Design atm_acct_txn_seq, sky130hd; sources not shown.
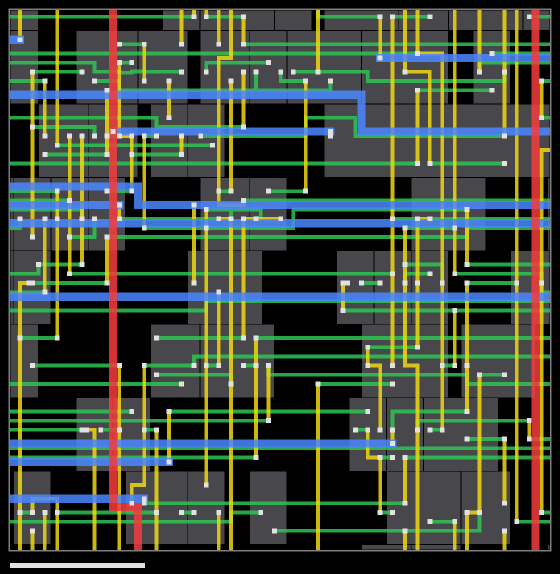
Run 1: close-up of the layout
The bar under the picture is 5 microns long. Region (73, 95) to (93, 115) microns. Cells in gray, sequential cells in the stronger gray; small squares are vias.
| color | layer |
|---|---|
| green | met1 |
| blue | met3 |
| yellow | met2 |
| red | met4 |
most frequent: nand2_1 (13), buf_4 (6), inv_1 (5)
sequential cells in the window: 0
cells with their middle in the window: 40

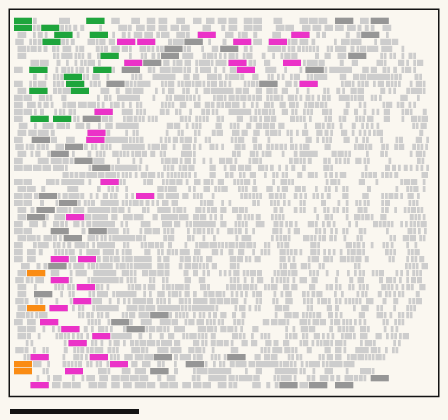
Run 1: register map, names as in the netlist
The bar under the picture is 50 microns long. Other sequential cells in the stronger gray, the rest of the logic in the fainter gray.
| color | name in the netlist | flops |
|---|---|---|
| orange | `rf_sel` | 4 |
| green | `txn_cnt` | 16 |
| magenta | `rf_wdata` | 32 |
final core utilization: 62.1%
fraction of standard cell area that is sequential: 12.5%

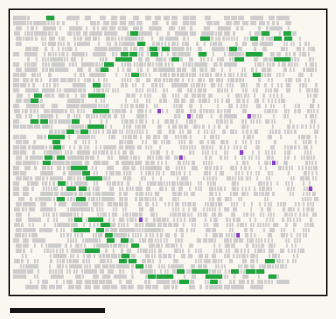
Run 1: logic cells by family
The bar under the picture is 50 microns long.
| color | family | cells |
|---|---|---|
| green | adder and majority cells | 76 |
| purple | AND and OR gates | 9 |
multi-input gate share of the layout cell area: 45.8%
Layout Cells excl Fill: 2,532
most common cell after layout, fill and taps aside: sky130_fd_sc_hd__nand2_1

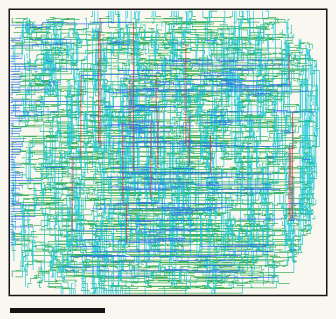
Run 1: routed metal, one color a layer
The bar under the picture is 50 microns long.
| color | layer | wire length |
|---|---|---|
| red | met4 | 706 microns |
| green | met1 | 19,800 microns |
| cyan | met2 | 16,700 microns |
| blue | met3 | 3,620 microns |
via count: 12,567
final routed wire length divided by cell count: 16.1 microns
Total Routed Length: 40.8 mm
total routing usage reported by global routing: 32.5%

==> run summary, run 1 <==
Notes on the flow run.

- The post-CTS resize count is 10, for reference.
- Of the post-synthesis cell area, the dominant cell type holds 24.5%.
- The critical setup path kind is in -> reg, for reference.
- Ranked by total cell area, the synthesized netlist is headed by sky130_fd_sc_hd__nand2_1, sky130_fd_sc_hd__dfxtp_1, sky130_fd_sc_hd__inv_1.
- The source-to-sink clock delay at the later pin of the worst-skew pair is 360 ps, for reference.
- At the end of routability-driven placement, the weighted congestion stood at roughly 1.0.
- Synthesis produced about 1,800 cells.
- The maximum number of buffers from clock root to sink is 2, for reference.
- The number of cell instances on the worst register-to-register path is 21, for reference.
- The share of cells above drive strength 1 is 19.4%, for reference.
- In this run the post-CTS setup repair buffer count came out at 0.
- The buffering stage count on the worst path with inverters included is 3, for reference.
- Per the OpenROAD floorplan log, the width of the die is 166 microns.
- Checking hold timing, the worst path is listed with class reg -> reg.
- STA classifies the critical path startpoint as an input port.
- The post-route setup TNS is 0 ps, for reference.
- Registers are responsible for 16.2% of the overall power.
- For this design, the slowest cell found on the critical path is sky130_fd_sc_hd__clkdlybuf4s50_1.
- The maximum vdd ir drop is just over 0.5 mV, for reference.
- The plain and repair buffers instantiated in the layout total between 400 and 500.
- The tightest hold margin is 326 ps, for reference.
- The chip occupies 24,900 sq um.
- After detailed routing, the number of vias per cell comes to 4.96.
- Per the CTS log, the maximum H-tree level is 3.
- Looking at the area split, the leading class of cells is multi-input combinational cells.
- Counting instances, the worst hold path has a depth of 2.
- The power in combinational cells is 7210 uW, for reference.
- The number of logic stages on the critical path including buffering is 15, for reference.
- The fraction of area in non-clock buffers is 27.7%, for reference.
- The number of failing hold endpoints at the final stage is 0, for reference.
- The met1 routing resource usage after global routing is 47.9%, for reference.
- The post-route cell area is about 15,000 sq um, for reference.
- The setup violation total in the final timing report is 0, for reference.
- The first routing iteration left between 900 and 1,000 violations.
- In this run, power in flip-flops and latches comes to 1640 uW.
- The clock-cell share of area is between 2 and 2.5%, for reference.
- The area fraction in full adders, half adders and majority gates is 9.49%, for reference.
- Across all register-to-register paths, the minimum setup slack is between 300 and 400 ps.
- The leakage power summed over all cells is 0.00802 uW, for reference.
- Per the cell usage report, the commonest logic cells after layout are sky130_fd_sc_hd__nand2_1, sky130_fd_sc_hd__inv_1, sky130_fd_sc_hd__buf_4.
- The flow ran to the end, and the final reports show no timing, DRC or antenna violations.
- Global routing consumed, on the met2 layer, 48.9% of the routing resources.
- The aggregate global routing overflow is 0, for reference.
- The synthesized-area fraction occupied by and/or/nand/nor cells is 40.5%, for reference.
- The met2 wirelength from detailed routing is 16.7 mm, for reference.
- The actual transition at the worst max-transition pin is about 660 ps, for reference.
- The mean area per synthesized cell is 5.54 sq um, for reference.
- According to the report, the first pass of detailed routing completed in 6 iterations.
- The cell family contributing the most delay on the critical path is simple AND/OR/NAND/NOR gates, for reference.
- The type of destination of the critical path is a register, for reference.
- Synthesis produced a netlist with a net count of between 1,500 and 2,000.
- The fmax is 0.328 GHz, for reference.
- The power per cell area is 690 nW/um^2, for reference.
- The reported net switching power is 4930 uW, for reference.
- For this run the top cell type by instance count after synthesis was sky130_fd_sc_hd__nand2_1.
- During I/O placement, the number of pins put on the boundary was 163.
- The layout has 9 clock buffers.
- The global router reports that the layer with the highest usage is met2.
- The worst setup margin is 50.0 ps, for reference.
- Setup repair after global routing could not meet its margin everywhere.
- From synthesis to final layout, the design area changed by 43.6%.
- In the routed design, unresolved DRC markers number 0.
- The report puts the hold buffer count at CTS at 0.
- The summed standard-cell area reported by yosys is 10,200 sq um, for reference.
==> run 1 -> run 2 <==
--- a/config.mk
+++ b/config.mk
@@ -8,9 +8,11 @@
 export ABC_AREA = 1
 export CAP_MARGIN = 15
 export CORE_ASPECT_RATIO = 0.9
+export CORE_MARGIN = 2
 export CORE_UTILIZATION = 42
 export DETAILED_ROUTE_END_ITERATION = 12
-export PLACE_DENSITY = 0.65
+export MAX_ROUTING_LAYER = met4
+export PLACE_DENSITY = 0.68
 export SYNTH_ARGS = -nofsm -noshare
 export SYNTH_HDL_FRONTEND = slang
 export SYNTH_SLANG_ARGS = --single-unit
==> constraint.sdc (replaced) <==
create_clock -name clk -period 2.48 [get_ports clk]
set_clock_uncertainty 0.15 [all_clocks]
set_input_delay 0.496 -clock clk [delete_from_list [all_inputs] [get_ports clk]]
set_output_delay 0.496 -clock clk [all_outputs]
set_load 0.02 [all_outputs]
==> run summary, run 2 <==
Notes on the flow run.

- The flow ran to the end, but the final reports show violations.
- The checks that failed: negative setup slack.
- The number of buffers added for setup after CTS is 25, for reference.
- The total number of clock tree sinks is 91, for reference.
- The final weighted congestion recorded by global placement is 1.01.
- Of the total power, the share spent switching nets is 48.1%.
- The wire length the detailed router placed on met1 is 20.5 mm, for reference.
- The number of global-route vias before repair is 12,369, for reference.
- The floorplan die area is 25,500 sq um, for reference.
- The layout overhead on the synthesized area is 58.7%, for reference.
- After synthesis, flip-flops and latches occupy 17.9% of the total area.
- The layout has 2,186 filler cells.
- The I/O pin total is around 160, for reference.
- The most numerous cell in the Yosys netlist is sky130_fd_sc_hd__nand2_1, for reference.
- The DRC violation total left in the routed layout is recorded as 0.
- The tightest hold margin is around 300 ps, for reference.
- The routed design uses 19.0 mm of met2 wire.
- The met3 layer wire length in the routed design is ~4.2 mm, for reference.
- In this run, post-CTS hold repair placed 0 buffers.
- The share of cells above drive strength 1 is slightly below 30%, for reference.
- The delay contributed by the slowest stage of the critical path is roughly 430 ps, for reference.
- From left edge to right edge, the die measures 168 microns.
- Measured against the total synthesized area, the mux share comes to 0%.
- After detailed routing, the total wire length is 44.6 mm.
- Yosys reports that the leading cell type by area covers 24.5% of the netlist area.
- The wire length of the first global-routing pass is 65.2 mm, for reference.
- The number of enable-type register cells in the synthesized netlist is 0, for reference.
- At floorplan, the net count of the design was reported as 1,989.
- The global routing report lists met2 layer usage as around half.
- The number of instances in the synthesized netlist is ~1,800, for reference.
- The flow reports that combinational logic draws around 74% of the design power.
- Setup repair after global routing could not meet its margin everywhere.
- Post-synthesis, Yosys gives the total cell area as between 10,000 and 15,000 sq um.
- The layer flagged by global routing as most heavily used is met2.
- In the global route stage, met3 resource usage came out at 8.34%.
- Signal nets in the final route climb as high as met4.
- The initialized floorplan defines 54 standard-cell rows.
- Clock cells make up 2.00% of the layout cell area.
- In this run, the synthesized area fraction spent on and/or/nand/nor cells is recorded as 40.5%.
- The critical setup path kind is reg -> reg, for reference.
- The maximum vdd ir drop is about 0.94 mV, for reference.
- The setup violation total in the final timing report is 33, for reference.
- The number of signal-net buffers in the layout is 567, for reference.
- The post-CTS resize count is 210, for reference.
- The H-tree was split into 3 levels.
- In the hold timing report, the worst path depth is 3.
- The number of instances in the placed design is between 2,000 and 3,000, for reference.
- The number of DRC violations after detailed-routing iteration 0 is 1,069, for reference.
- The area fraction in xor and xnor cells is under 10%, for reference.
- The pin count of the biggest net entering global routing is 73, for reference.
- The cell group occupying the most layout area is multi-input combinational cells, for reference.
- The aggregate global routing overflow is 0, for reference.
- Per the summary, power density relative to cell area is slightly below 900 nW/um^2.
- The first detailed-routing pass took 7 iterations.
- Yosys reports that the most numerous cell types are sky130_fd_sc_hd__nand2_1, sky130_fd_sc_hd__inv_1, sky130_fd_sc_hd__nor2_1.
- The timing report gives the clock slew at the launch and capture registers of the worst setup and hold paths as ~70 ps.
- Summing over every cut layer, the via total after detailed routing is 13,166.
- Per the post-run analysis, buffers plus inverters along the critical path come to 5.
- Per the OpenROAD power report, leakage power amounts to 0.00869 uW.
- The switching component of the power was reported as 6910 uW.
- The timing report gives the worst reg2reg path a setup slack of -250 ps.
- In the layout the commonest cells are sky130_fd_sc_hd__nand2_1, sky130_fd_sc_hd__buf_4, sky130_fd_sc_hd__inv_1.
- The combinational power reported by the tool is between 10,000 and 15,000 uW.
- The via-per-instance ratio is 4.99, for reference.
- The post-route cell area is 16,200 sq um, for reference.
- The flip-flop and latch share of the layout cell area is 11.4%, for reference.
- The flop count is slightly above 90, for reference.
- Looking at the power breakdown, sequential logic takes 14.4% of the total.
- The portion of the clock cycle consumed by the worst path in the final layout is 110%, for reference.
- Looking at the clock tree report, the maximum root-to-sink buffer count equals 2.
- The fraction of area in non-clock buffers is 29.9%, for reference.
- The path class of the lowest-slack min-delay path is in -> reg, for reference.
- The number of standard cells in the layout, taps in and fillers out is 2,636, for reference.
- The worst setup margin is -250 ps, for reference.
- The global routing report lists combined usage of all routing layers as 34.4%.
- The sort of element at the start of the critical path is a register, for reference.
- STA shows the worst reg2reg path with a cell count of 20.
- The final-layout clock buffer total is 10, for reference.
- The number of antenna violations at the first check in global routing is 1, for reference.
- The highest clock rate this design can be run at is 0.366 GHz.
- For met1 alone, demand over resource in global routing was 47.1%.
- The mean area per synthesized cell is 5.54 sq um, for reference.
- The area fraction in full adders, half adders and majority gates is about a tenth, for reference.
- The number of failing hold endpoints at the final stage is 0, for reference.
- The top cell type in the final layout, fill and taps aside, is sky130_fd_sc_hd__nand2_1.
- The actual transition at the worst max-transition pin is 667 ps, for reference.
- Per the TritonCTS log, the buffer count is 9.
- As reported, the later end of the worst-skew pair has a clock insertion delay of 370 ps.
- The cell with the largest stage delay on the worst path is sky130_fd_sc_hd__fa_2, for reference.
- Yosys attributes the largest share of cell area to sky130_fd_sc_hd__nand2_1, sky130_fd_sc_hd__dfxtp_1, sky130_fd_sc_hd__inv_1.
- The routed design shows a wire length per standard cell of 16.9 microns.
- The worst setup path is captured at a register.
- After routing, the total negative slack on setup checks comes to -6310 ps.
- The critical path runs through a total of 20 cells.
- Of the total standard cell area in the layout, the multi-input combinational portion is 45.9%.
- Broken down by cell family, the worst path's largest delay share belongs to simple AND/OR/NAND/NOR gates.
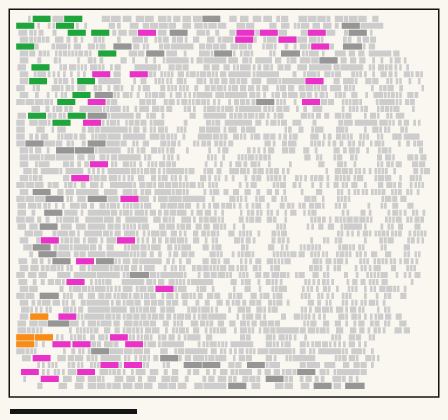
Run 2: register map, names as in the netlist
The bar under the picture is 50 microns long. Other sequential cells in the stronger gray, the rest of the logic in the fainter gray.
| color | name in the netlist | flops | where |
|---|---|---|---|
| orange | `rf_sel` | 4 | lower left |
| magenta | `rf_wdata` | 32 | widely spread |
| green | `txn_cnt` | 16 | upper left |
not colored: 39
final core utilization: 67.2%
sequential logic power: 2070 uW
sequential cell area in the final layout: 1840 sq um

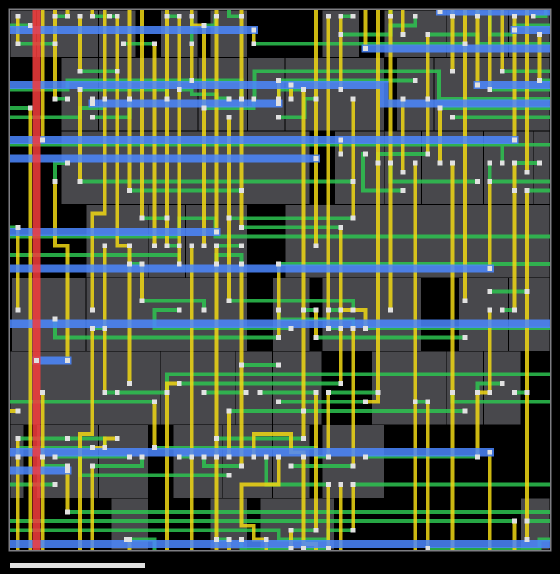
Run 2: close-up of the layout
The bar under the picture is 5 microns long. Region (74, 96) to (94, 116) microns. Cells in gray, sequential cells in the stronger gray; small squares are vias.
| color | layer |
|---|---|
| red | met4 |
| yellow | met2 |
| blue | met3 |
| green | met1 |
most frequent: nand2_1 (13)
sequential cells in the window: 0
cells with their middle in the window: 45

Power is estimated from default activity; no workload was simulated.
